Design spi_burst_ctrl, sky130hd; sources not shown.
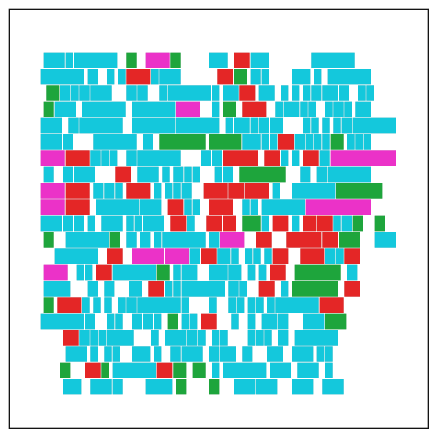
(images/sizes.png)
Scale: 6 px per um.
[magenta] _6 and larger | cells: 11 | most used: buf_6
[red] _3 and _4 cells | cells: 44 | most used: buf_4
[cyan] _0 and _1 cells | cells: 238 | most used: nand2_1
[green] _2 cells | cells: 29 | most used: buf_2
final non-filler cell area: 0.00255 sq mm
setup ws final: 0.0514 ns
synth-to-layout area growth: 49.7%

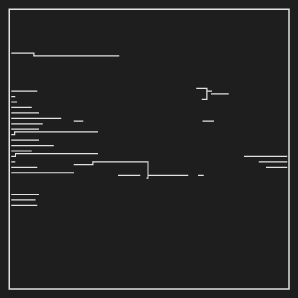
(images/layer_met3.png)
Scale: 4 px per um.
main direction: horizontal
nets with wire on the layer: 26
via count: 1782
GR met3 Demand/Resource: 0.0565
Post-Route WL: 4.44 mm

==> flow_summary.json <==
{
  "ant_nets": 0,
  "peakVddDrop_mv": 0.781,
  "grt_pass1_vias": 1651,
  "status": "completed",
  "drv_slew": 0,
  "p_total_mw": 2.93,
  "fp-utilization": 0.503,
  "via_per_inst": 4.84,
  "worst-r2r-setup-slack_ns": 0.09,
  "edf_count": 0,
  "cts_buffer_depth": 2,
  "top_cell_area_share": 0.388,
  "syn_area_per_cell_sq_um": 6.87,
  "drt_iter0_drc": 107,
  "arrival_ns": 1.30,
  "cts_tree": "yes",
  "cts_buffers": 5,
  "fmax_ghz": 0.690,
  "synthArstFlopShare": 0,
  "clk-insertion-delay-late_ns": 0.33,
  "top_cells_by_area": "dfxtp_1, nand2_1, inv_1",
  "grt_overflow_total": 0,
  "crit_fanout": 5,
  "largest_register_ffs": 10,
  "synth_flops": 33,
  "maxSlewHeadroom": 0.780,
  "worst_pin_slew_ns": 0.328,
  "power_density_mw_per_mm2": 1150,
  "hold_viol_final": 0,
  "grt_max_degree": 19,
  "row_count": 21,
  "p_leak_nw": 1.15,
  "clkSinkCount": 33,
  "core_area_sq_mm": 0.00339,
  "nets": 344,
  "top_area_cell": "dfxtp_1",
  "ys_cells": 248,
  "wl_per_cell_um": 12.1,
  "ys_warn_count": 0,
  "gr-usage-all-layers": 0.185,
  "holdPathStages": 3,
  "fin_crit_ns": 1.45,
  "syn_inst": 248,
  "dr.pass1.iters": 4,
  "drive_above_1_share": 0.261,
  "setup_viol": 0,
  "crit_type": "reg -> out",
  "yosys_area_sq_mm": 0.00170,
  "synthMuxAreaShare": 0,
  "port_buffers": 44,
  "flop_area_sq_um": 667,
  "n_antenna_cell": 0,
  "ys_sh_xor": 0.0257,
  "dieWidth_um": 69.6,
  "rsz0062_at_grt": "yes",
  "pin_count": 45,
  "fillCellCount": 259,
  "synthFlopType": "dfxtp_1",
  "synth.cellmix.simpleShare": 0.305,
  "fp_nets": 271,
  "holdBufCountCts": 0,
  "die-area_sq_mm": 0.00484,
  "post-route-drc-count": 0
}
-- kinds of logic (layout without fill, tap and decap cells) --
family / count (synthesis) / after routing
compound gates: 48 / 48
simple gates: 117 / 117
xor+xnor: 5 / 5
fa+ha+maj: 2 / 2
buf+inv: 43 / 117
flops: 33 / 33
-- per-stage QoR --
| step | hold WS, ns | instances | setup slack (ns) |
|---|---|---|---|
| floorplan | 0.277 | 248 | 0.126 |
| global route | 0.443 | 368 | -0.0276 |
| finish | 0.427 | 368 | 0.0514 |
| detailed placement | 0.444 | 357 | -0.0423 |
| global placement | 0.442 | 357 | -0.0260 |
| CTS | 0.412 | 365 | -0.0530 |
-- power breakdown --
group	switching (mW)	internal (mW)	total, mW
clock network	0.307	0.516	0.823
registers	0.104	1.02	1.12
logic	0.554	0.433	0.987
-- placed cells by master (no fill, tap or decap), drive strengths merged, types with 3 or more instances in the layout --
cell and n:
a211oi 4, buf 40, xnor2 3, inv 38, o211ai 3, o21ai 19, nand4 3, a21oi 19
nor3 10, nand3 10, nor2 35, dfxtp 33, nand2 57, clkbuf 8, clkdlybuf4s50 23
-- area by class of cell --
class / count / share of cell area
clock buffers: 5 / 0.0147
clock inverters: 3 / 0.0255
inverters: 38 / 0.0579
multi-input cells: 172 / 0.377
flip-flops and latches: 33 / 0.261
well taps: 46 / 0.0226
repair buffers: 71 / 0.241
-- layer usage --
metal | wire [um] | global-route usage
met1 | 1980 | 0.240
met2 | 2140 | 0.292
met3 | 258 | 0.0565
met5 | 0 | 0
met4 | 54 | 0.0586
-- worst max-delay path: stages, from the launching register on --
cell and delay (ns):
dfxtp_2 0.37, inv_4 0.05, nor2_4 0.09, nand2_4 0.09
buf_6 0.14, nor2_1 0.08, buf_2 0.14
-- cells in the mapped netlist (2+ instances only) --
master and count:
nand2_1 54, inv_1 35, dfxtp_1 33, nor2_1 32, o21ai_0 18, a21oi_1 17, nand3_1 10, nor3_1 9
a211oi_1 4, clkbuf_1 3, nand4_1 3, o211ai_1 3, xnor2_1 3, ha_1 2, inv_2 2, nand2_2 2
nand3b_1 2, nor2_4 2, xor2_1 2
-- what timing repair did --
item / in CTS / in global routing
buffers inserted: 0 / 2
pin swaps: 0 / 5
gates cloned: 0 / 1
setup endpoints to repair: 20 / 35
resized: 67 / 44
Power is estimated from default activity; no workload was simulated.
